<file path="config.mk">
export PLATFORM = sky130hd
export DESIGN_NAME = imem_uart_loader
export DESIGN_NICKNAME = d
export VERILOG_FILES = /design/src/rtl/imem_loader_pkg.sv /design/src/rtl/loader_timeout_counter.sv /design/src/rtl/imem_uart_loader.sv
export SDC_FILE = /design/constraint.sdc
export NUM_CORES = 1
export LEC_CHECK = 0
export CAP_MARGIN = 20
export CORE_ASPECT_RATIO = 1.75
export CORE_MARGIN = 1.5
export CORE_UTILIZATION = 23
export DETAILED_ROUTE_END_ITERATION = 10
export PLACE_DENSITY = 0.48
export SYNTH_ARGS = -nofsm -noshare
export SYNTH_HDL_FRONTEND = slang
export SYNTH_SLANG_ARGS = --single-unit
</file>
<file path="constraint.sdc">
create_clock -name clk -period 2.7 [get_ports clk]
set_input_delay 0.27 -clock clk [delete_from_list [all_inputs] [get_ports clk]]
set_output_delay 0.27 -clock clk [all_outputs]
set_load 0.02 [all_outputs]
</file>
<file path="src/rtl/imem_loader_pkg.sv">
// Shared types and constants for the UART instruction-memory loader.
// Holds the FSM state encoding, frame-format constants and a counter-width helper.
// No logic of its own; imported by the loader top and its sub-module.
package imem_loader_pkg;

  typedef enum logic [2:0] {
    IDLE,
    LEN_LO,
    LEN_HI,
    DATA,
    DONE,
    ERROR
  } state_t;

  // Default image word width and the bytes it takes on the wire.
  localparam int DEFAULT_DATA_WIDTH = 32;
  localparam int BYTES_PER_WORD     = DEFAULT_DATA_WIDTH / 8;

  // The length header is a 16-bit word count sent low byte first.
  localparam int LEN_BYTES = 2;

  // Width of a counter that indexes n byte lanes (at least 1 bit).
  function automatic int cnt_width(input int n);
    return (n <= 2) ? 1 : $clog2(n);
  endfunction

endpackage

</file>
<file path="src/rtl/loader_timeout_counter.sv">
// Idle watchdog for the loader: counts consecutive enabled clocks without a clear.
// Latency: expired is combinational, high on the TIMEOUT_CYCLES-th idle clock.
// Backpressure: none; clear wins over enable, disabled counter sits at zero.
// Ports: clk, rst_n (async active-low), clear, enable in; expired out.
module loader_timeout_counter #(
  parameter int TIMEOUT_CYCLES = 1000000
) (
  input  logic clk,
  input  logic rst_n,
  input  logic clear,
  input  logic enable,
  output logic expired
);

  localparam int CW = $clog2(TIMEOUT_CYCLES);
  localparam logic [CW-1:0] LAST = CW'(TIMEOUT_CYCLES - 1);

  logic [CW-1:0] cnt;

  // cnt holds the number of idle clocks already seen, so the clock that
  // observes cnt == TIMEOUT_CYCLES-1 is the TIMEOUT_CYCLES-th idle clock.
  assign expired = enable && !clear && (cnt == LAST);

  always_ff @(posedge clk or negedge rst_n) begin
    if (!rst_n) begin
      cnt <= '0;
    end else if (clear || !enable || expired) begin
      cnt <= '0;
    end else begin
      cnt <= cnt + 1'b1;
    end
  end

endmodule

</file>
<file path="src/rtl/imem_uart_loader.sv">
// Packs a UART byte stream (16-bit word count, then LSB-first words) into imem writes.
// Latency: we pulses exactly one clock after the edge that accepts a word's last byte.
// Backpressure: none; bytes are accepted on every rx_valid, extra or stray bytes dropped.
// Ports: clk, rst_n, start, rx_valid, rx_data in; we, addr, wd (memory write port),
//        busy, cpu_hold, done, err (status), words_written (session word count) out.
module imem_uart_loader
  import imem_loader_pkg::*;
#(
  parameter int DATA_WIDTH     = DEFAULT_DATA_WIDTH,
  parameter int ADDR_WIDTH     = 10,
  parameter int TIMEOUT_CYCLES = 1000000
) (
  input  logic                  clk,
  input  logic                  rst_n,
  input  logic                  start,
  input  logic                  rx_valid,
  input  logic [7:0]            rx_data,
  output logic                  we,
  output logic [ADDR_WIDTH-1:0] addr,
  output logic [DATA_WIDTH-1:0] wd,
  output logic                  busy,
  output logic                  cpu_hold,
  output logic                  done,
  output logic                  err,
  output logic [ADDR_WIDTH:0]   words_written
);

  localparam int BPW      = DATA_WIDTH / 8;
  localparam int BCW      = cnt_width(BPW);
  localparam int AW1      = ADDR_WIDTH + 1;
  localparam int LEN_BITS = 8 * LEN_BYTES;
  localparam logic [BCW-1:0] LAST_BYTE = BCW'(BPW - 1);
  localparam logic [32:0]    MAX_WORDS = 33'(1) << ADDR_WIDTH;

  state_t state, state_nxt;

  logic [7:0]            len_lo;
  logic [ADDR_WIDTH:0]   len_q;
  logic [BCW-1:0]        byte_cnt;
  logic [DATA_WIDTH-1:0] shreg;
  logic [DATA_WIDTH-1:0] word_nxt;
  logic [LEN_BITS-1:0]   len_rx;
  logic                  len_zero;
  logic                  len_over;
  logic                  all_written;
  logic                  active;
  logic                  expired;
  logic                  tmo_clear;
  logic                  take_byte;

  assign len_rx   = {rx_data, len_lo};
  assign len_zero = (len_rx == '0);
  assign len_over = (33'(len_rx) > MAX_WORDS);

  // True only during the write cycle of the final word: DATA then drains to DONE
  // and any byte arriving in that cycle is surplus.
  assign all_written = (words_written == len_q);

  assign active    = (state == LEN_LO) || (state == LEN_HI) || (state == DATA);
  assign tmo_clear = start || rx_valid || !active;
  assign take_byte = (state == DATA) && rx_valid && !start && !all_written;

  loader_timeout_counter #(
    .TIMEOUT_CYCLES(TIMEOUT_CYCLES)
  ) u_timeout (
    .clk    (clk),
    .rst_n  (rst_n),
    .clear  (tmo_clear),
    .enable (active),
    .expired(expired)
  );

  // Current word with the incoming byte dropped into its lane.
  always_comb begin
    word_nxt = shreg;
    for (int i = 0; i < BPW; i++) begin
      if (byte_cnt == BCW'(i)) begin
        word_nxt[8*i +: 8] = rx_data;
      end
    end
  end

  always_ff @(posedge clk or negedge rst_n) begin
    if (!rst_n) begin
      state <= IDLE;
    end else begin
      state <= state_nxt;
    end
  end

  always_comb begin
    state_nxt = state;
    busy      = 1'b0;
    done      = 1'b0;
    err       = 1'b0;
    case (state)
      IDLE: begin
        if (start) state_nxt = LEN_LO;
      end
      LEN_LO: begin
        busy = 1'b1;
        if (start)         state_nxt = LEN_LO;
        else if (expired)  state_nxt = ERROR;
        else if (rx_valid) state_nxt = LEN_HI;
      end
      LEN_HI: begin
        busy = 1'b1;
        if (start)         state_nxt = LEN_LO;
        else if (expired)  state_nxt = ERROR;
        else if (rx_valid) begin
          if (len_zero)      state_nxt = DONE;
          else if (len_over) state_nxt = ERROR;
          else               state_nxt = DATA;
        end
      end
      DATA: begin
        busy = 1'b1;
        if (start)            state_nxt = LEN_LO;
        else if (all_written) state_nxt = DONE;
        else if (expired)     state_nxt = ERROR;
      end
      DONE: begin
        done = 1'b1;
        if (start) state_nxt = LEN_LO;
      end
      ERROR: begin
        err = 1'b1;
        if (start) state_nxt = LEN_LO;
      end
      default: state_nxt = IDLE;
    endcase
  end

  assign cpu_hold = busy;

  always_ff @(posedge clk or negedge rst_n) begin
    if (!rst_n) begin
      we            <= 1'b0;
      addr          <= '0;
      wd            <= '0;
      words_written <= '0;
      len_lo        <= '0;
      len_q         <= '0;
      byte_cnt      <= '0;
      shreg         <= '0;
    end else begin
      we <= 1'b0;
      if (start) begin
        // New session: drop any partial word and restart the word count.
        byte_cnt      <= '0;
        words_written <= '0;
      end else begin
        if ((state == LEN_LO) && rx_valid) len_lo <= rx_data;
        if ((state == LEN_HI) && rx_valid) len_q  <= AW1'(len_rx);
        if (take_byte) begin
          shreg <= word_nxt;
          if (byte_cnt == LAST_BYTE) begin
            byte_cnt      <= '0;
            we            <= 1'b1;
            wd            <= word_nxt;
            addr          <= words_written[ADDR_WIDTH-1:0];
            words_written <= words_written + 1'b1;
          end else begin
            byte_cnt <= byte_cnt + 1'b1;
          end
        end
      end
    end
  end

endmodule

</file>
==> CHANGELOG.md, run 1 <==
### Physical design

- WP buf/inv: 0
- Synth Seq Share: 0.548
- Clock buffer count: 17
- Placed Area: 6730 µm²
- Worst Setup Start Kind: flop
- Clk_skew: 8.66 ps
- Metal2 WL: 7770 µm
- Top cell excl fill/tap: dfrtp_1
- Cts bufs inserted: 17
- Crit share post-route: 0.850
- GRT Residual Overflow: 0
- Die W: 121 µm
- Bufs w/o clock: 96
- Setup Viol. Count Final: 0
- Setup tns final: 0 ps
- Max stage delay on crit path: 570 ps
- Ys async rst share: 1.00
- Total of max-cap violations: 0
- CP top delay family: simple AND/OR/NAND/NOR gates
- Count of buffers from port buffering: 69
- Comb area share: 0.322
- Worst path depth: 6
- CTS sink count: 122
- H-Tree Depth: 4
- Sequential Area: 3050 µm²
- DR top layer: met4
- Fill cells: 2473
- Vias in the first global route: 4310
- Yosys warnings: 0
- Crit Path Category: reg -> reg
- Post-synth EDFFs: 0
- Tool warning count: 29
- Post-route insts no fill: 902
- Status: finished clean
- Path depth of the worst reg2reg path: 6
- Top FF cell, synth: dfrtp_1
- Gpl congestion: 0.791
- Met3 Wirelength: 343 µm
- Sw Share: 0.268
- Postcts setup bufs: 0
- Floorplan Nets: 515
- Post-route antenna net violation count: 0
- Nets: 599
- Area share, top type: 0.548
- DP HPWL: 10700 µm
- Unrepaired setup endpoints after global routing: false
- Worst hold slack: 400 ps
- GR Util All Layers: 0.122
- Share of post-route cells with drive strength above 1: 0.136
- Leakage power: 3.28 nW
- Dpl cells: 869
- DR iter-0 viols: 127
- Top cells by area: dfrtp_1 (55%), mux2_1 (8.3%), xor2_1 (4.9%), mux2i_1 (4.5%), nand2_1 (4.4%)
- Maximum VDD drop: 383 µV
- Synth area leader: dfrtp_1
- DR WL/cell: 15.9 µm
- Int Pwr: 0.00400 W
- Maximum net fanout on the critical path: 6
- Crit path DAT: 2630 ps
- Relative slew slack: 0.587
run 1: state kept, by name, indices dropped and copies added, names as in the netlist:
signal         flops
len_lo             8
state              3
len_q             11
words_written     11
wd                32
we                 1
u_timeout.cnt     20
addr              10
shreg             24
byte_cnt           2
run 1: path summary, 6_finish.rpt:
| path | from | end | slack [ps] |
|---|---|---|---|
| setup reg to reg | u_timeout.cnt[6] | state[2] | 410 |
| setup / recovery | u_timeout.cnt[6] | state[2] | 410 |
| hold reg to reg | wd[30] | wd[30] | 480 |
| hold / removal | rst_n | wd[3] | 400 |
| min in group clk | wd[30] | wd[30] | 480 |
| max in group asynchronous | rst_n | wd[28] | 1570 |
run 1: power by group through the flow:
stage	logic [W]	registers [W]	clock network, W
CTS	0.000816	0.00227	0.00247
detailed placement	0.000811	0.00230	0
finish	0.000795	0.00227	0.00240
global placement	0.000793	0.00229	0
floorplan	0.000614	0.00221	0
global route	0.000887	0.00231	0.00255
run 1: Yosys cell counts (2+ instances only):
library cell / n
nand2_1: 65
xor2_1: 31
nor3b_1: 3
or3_1: 4
o21ai_0: 2
nor4_1: 2
nand3_1: 14
mux2_2: 12
clkbuf_1: 21
and3_1: 10
nor4_2: 3
dfrtp_1: 122
inv_1: 6
o21ai_1: 25
nand4_1: 7
buf_2: 3
mux2i_1: 25
nand2b_1: 5
mux2_1: 41
a21oi_1: 6
a211oi_1: 3
or4_1: 2
nor3_1: 4
nand3b_1: 2
nand4b_1: 2
ha_1: 6
nor2_1: 39
buf_1: 5
xnor2_1: 7
run 1: logic make-up after synthesis:
kind of cell               share of synthesized area
and+or+nand+nor                                0.153
DFF                                            0.548
muxes                                          0.152
AOI/OAI and AO/OA                             0.0458
xor gates and xnor gates                      0.0598
buffers and inverters                         0.0272
adders and majority gates                     0.0135
Figure 1. Cells by drive strength (run 1).
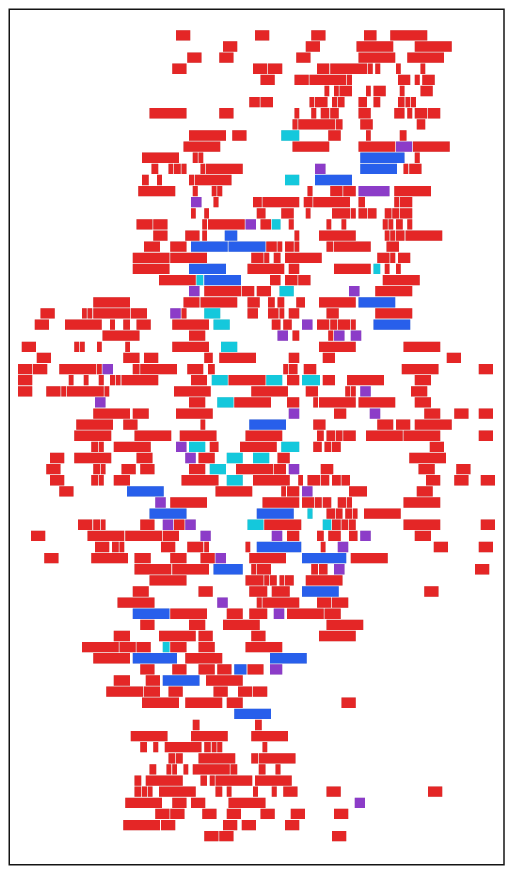
| color | size | cells | share | most used |
|---|---|---|---|---|
| purple | _3 and _4 cells | 34 | 5.7% | buf_4 |
| cyan | _2 cells | 23 | 3.9% | mux2_2 |
| blue | _6 and larger | 24 | 4.0% | clkbuf_16 |
| red | _0 and _1 cells | 513 | 86% | dfrtp_1 |

Figure 2. Placed cells, one color a class (run 1).
The bar under the picture is 20 µm long.
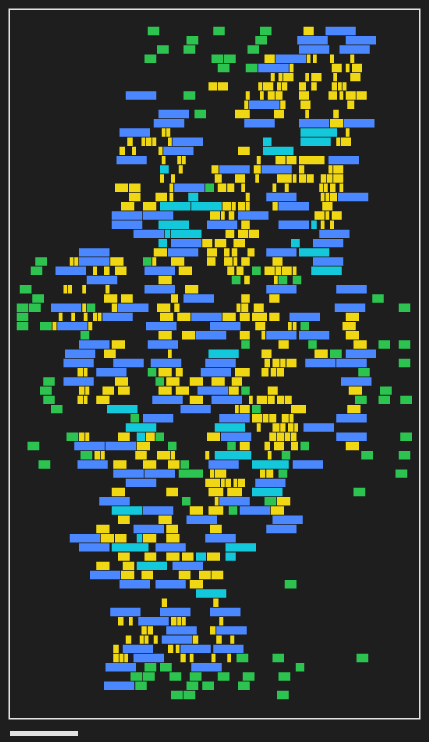
| color | class | cells | share of their area |
|---|---|---|---|
| green | other buffers and delay cells | 96 | 13% |
| blue | flops | 122 | 44% |
| cyan | clock drivers and dummy loads | 32 | 8.9% |
| yellow | combinational and other logic | 344 | 34% |

Figure 3. Routed clock nets over the placement (run 1).
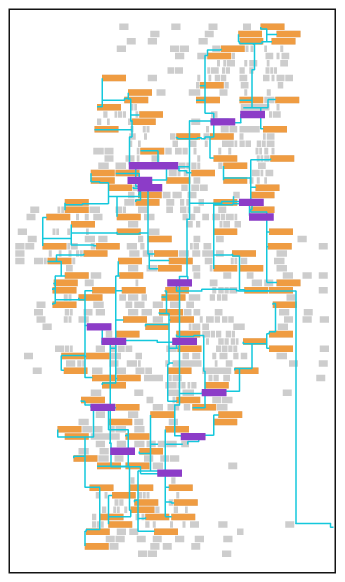
[cyan] clock wires | length: 1810 µm
[orange] flip-flops | count: 122
[purple] clock drivers | count: 17
routed clock nets: 18

==> run 2: changes to the inputs <==
==> constraint.sdc (replaced) <==
create_clock -name clk -period 2.2 [get_ports clk]
set_input_delay 0.22 -clock clk [delete_from_list [all_inputs] [get_ports clk]]
set_output_delay 0.22 -clock clk [all_outputs]
set_load 0.02 [all_outputs]
Figure 4. Cells by drive strength (run 2).
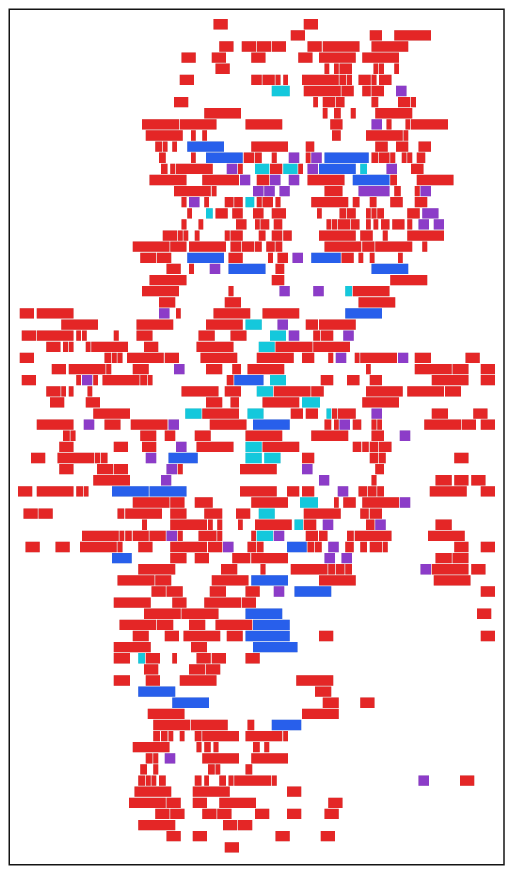
| color | size | cells | share | most used |
|---|---|---|---|---|
| red | _0 and _1 cells | 518 | 83% | dfrtp_1 |
| purple | _3 and _4 cells | 56 | 9.0% | buf_4 |
| cyan | _2 cells | 24 | 3.8% | mux2_2 |
| blue | _6 and larger | 26 | 4.2% | clkbuf_16 |

Figure 5. Met1 routing (run 2).
Supply wires on this layer in gray. Cells faint in the background.
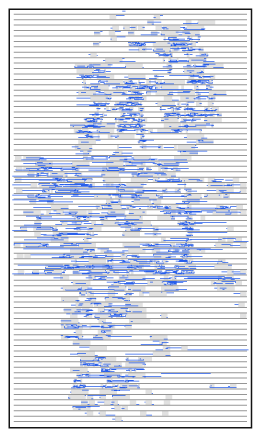
nets with wire on the layer: 559
main direction: horizontal

==> run 2 against run 1 <==
Compared with the run above:
- wire length is 0.36% lower
- total power is 22% higher
- die area stayed put
- critical path depth stayed put
- synthesized cell count stayed put
- flip-flop count stayed put
- global-route usage hardly changed
- largest cell class unchanged
- largest power group unchanged
- highest routed layer unchanged
==> CHANGELOG.md, run 2 <==
### Physical design

- Area share, top type: 0.548
- Worst Setup Start Kind: flop
- DR iter-0 viols: 162
- Router iterations before antenna repair: 4
- Worst endpoint required time: 2540 ps
- Init Core Util: 0.234
- Synth area leader: dfrtp_1
- H-Tree Depth: 4
- Post-route insts no fill: 932
- CTS sink count: 122
- Area growth, synth to finish: 36.3%
- Tool warning count: 30
- Dpl cells: 897
- Largest net degree at the start of global routing: 45
- FF+latch count, synth: 122
- Initial antenna violation count: 0
- Crit path DAT: 2510 ps
- Cts bufs inserted: 17
- CP Cell Sequence: or4_4 -> nor4_4 -> nand3_2 -> and4b_1 -> or4_1 -> o21ai_1
- Setup Viol. Count Final: 0
- Die span in y: 209 µm
- Crit share post-route: 0.985
- Pwr Density: 880 nW/µm²
- Mapped Area: 5570 µm²
- Pre-CTS setup slack: -101 ps
- Final non-filler cell area: 7590 µm²
- Tmin final: 2170 ps
- First-pass GRT wire length: 23400 µm
- Unrepaired setup endpoints after global routing: true
- Setup tns final: 0 ps
- Avg Synthesized Cell Area: 11.2 µm²
- DRC errors left: 0
- Largest Register: wd
- Clk_lat worst skew: 410 ps
- Ports: 70
- Switching power: 0.00175 W
- Synth Instances: 497
- Placed Area: 6980 µm²
- Via/cell ratio: 4.33
- Max FFs per register: 32
- DP HPWL: 10600 µm
- Biggest consumer: clock
- Row count: 75
- Status: finished clean
- Synth unique cells: 49
- Floorplan Nets: 515
- Seq. pwr: 0.00278 W
- Yosys Instances: 497
- Most common cell in the netlist: dfrtp_1
- Final Hold Viols: 0
- CTS tree: yes
- Clock power frac: 0.423
- Maximum VDD drop: 501 µV
- # resized after CTS: 0
- GRT Residual Overflow: 0
- Postcts setup bufs: 0
- CP endpoint kind: flop
- Core area: 23800 µm²
- Root Buffer: clkbuf_16
- CTS max path bufs: 2
- Top flop regs: wd (32), shreg (24), u_timeout.cnt (20)
- Ant diodes: 0
- Final WS setup: 33.4 ps
- Clock group total power: 0.00282 W
- Vias in the first global route: 4351
- Ys async rst share: 1.00
- Gpl congestion: 0.766
- Die W: 121 µm
- Max-slew violation count: 0
- WP buf/inv: 0
- R2r setup slk: 30 ps
- Synth Seq Share: 0.548
- Crit Path Category: reg -> reg
- # hold bufs at CTS: 1
- Count of buffers from port buffering: 69
- Total of max-cap violations: 0
- Clk_skew: 4.85 ps
- Worst hold slack: 379 ps
- Worst-Margin Slew: 636 ps
- Total die size: 25200 µm²
- Reg clk slew, reported paths: 50 ps
- CP top delay family: simple AND/OR/NAND/NOR gates
- Sw Share: 0.262
- Comb group: 0.00108 W
- Top cells excl fill/tap: dfrtp_1 (122), clkdlybuf4s50_1 (68), nand2_1 (64)
- DR WL/cell: 15.3 µm
- Yosys warnings: 0
- Top cells by count: dfrtp_1 (122), nand2_1 (65), mux2_1 (41), nor2_1 (39), xor2_1 (31)
- Final Power: 0.00668 W
- CP max-delay cell: or4_4
- Fmax: 462 MHz
- Int Pwr: 0.00493 W
- Nets: 629
- Yosys stat chip area: 5570 µm²
- Total wire length: 14300 µm
- Post-route antenna net violation count: 0
- Post-synth EDFFs: 0
- Max stage delay on crit path: 550 ps
- GR Util All Layers: 0.122
- Share of post-route cells with drive strength above 1: 0.170
- Hold crit path type: in -> async
- Relative slew slack: 0.576
- Top FF cell, synth: dfrtp_1
- Maximum net fanout on the critical path: 3
- Sequential share of power: 0.416
- Post-layout util: 0.318
- Top cell excl fill/tap: dfrtp_1
- Via count: 4033
- Top cells by area: dfrtp_1 (55%), mux2_1 (8.3%), xor2_1 (4.9%), mux2i_1 (4.5%), nand2_1 (4.4%)
- Combinational share of power: 0.161
- Leakage power: 3.44 nW
Figure 6. Routed clock nets over the placement (run 2).
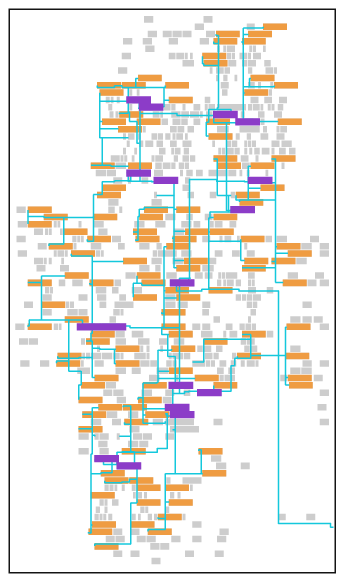
[orange] flip-flops | count: 122
[cyan] clock wires | length: 1890 µm
[purple] clock drivers | count: 17
routed clock nets: 18

-- run 2: netlist changes by cell type in the layout (fill, tap and decap cells not counted) --
| cell | before | now |
|---|---|---|
| clkinv_4 | 1 | 0 |
| bufinv_16 | 4 | 3 |
| clkinvlp_4 | 5 | 1 |
| buf_12 | 1 | 4 |
| clkbuf_8 | 0 | 2 |
| clkbuf_1 | 0 | 5 |
| a2111oi_1 | 0 | 1 |
| buf_4 | 26 | 53 |
| a2111oi_0 | 1 | 0 |
| inv_6 | 2 | 0 |
| clkinv_2 | 3 | 4 |
-- run 2: path summary, 6_finish.rpt --
check	startpoint	to	cells past startpoint
worst max-delay path	u_timeout.cnt[6]	state[2]	6
worst min-delay path	rst_n	addr[8]	2
worst max register to register	u_timeout.cnt[6]	state[2]	6
worst min register to register	u_timeout.cnt[0]	u_timeout.cnt[0]	1
max in group asynchronous	rst_n	wd[15]	3
min in group clk	u_timeout.cnt[0]	u_timeout.cnt[0]	1
-- run 2: cell type report --
type / count / area (µm²)
clock buffer: 24 / 472
clock inverter: 8 / 118
fill: 2463 / 16200
inverter: 7 / 26.3
multi-input combinational: 337 / 2370
sequential: 122 / 3050
tap: 308 / 385
timing repair buffer: 126 / 1170
-- run 2: layer usage --
metal,vias to the layer above,share of wire,global-route usage
li1,1931,-,-
met3,21,0.026,0.0265
met5,-,0,0
met4,0,0.023,0.0535
met1,2015,0.40,0.131
met2,66,0.55,0.224
-- run 2: cells by family after synthesis --
logic type,after synthesis,share of synthesized area
adders and majority gates,6,0.0135
buffers and inverters,38,0.0272
and+or+nand+nor,171,0.153
muxes,78,0.152
DFF,122,0.548
AOI/OAI and AO/OA,44,0.0458
xor gates and xnor gates,38,0.0598
Power figures rest on the tool's default switching activity, not on a simulated workload.
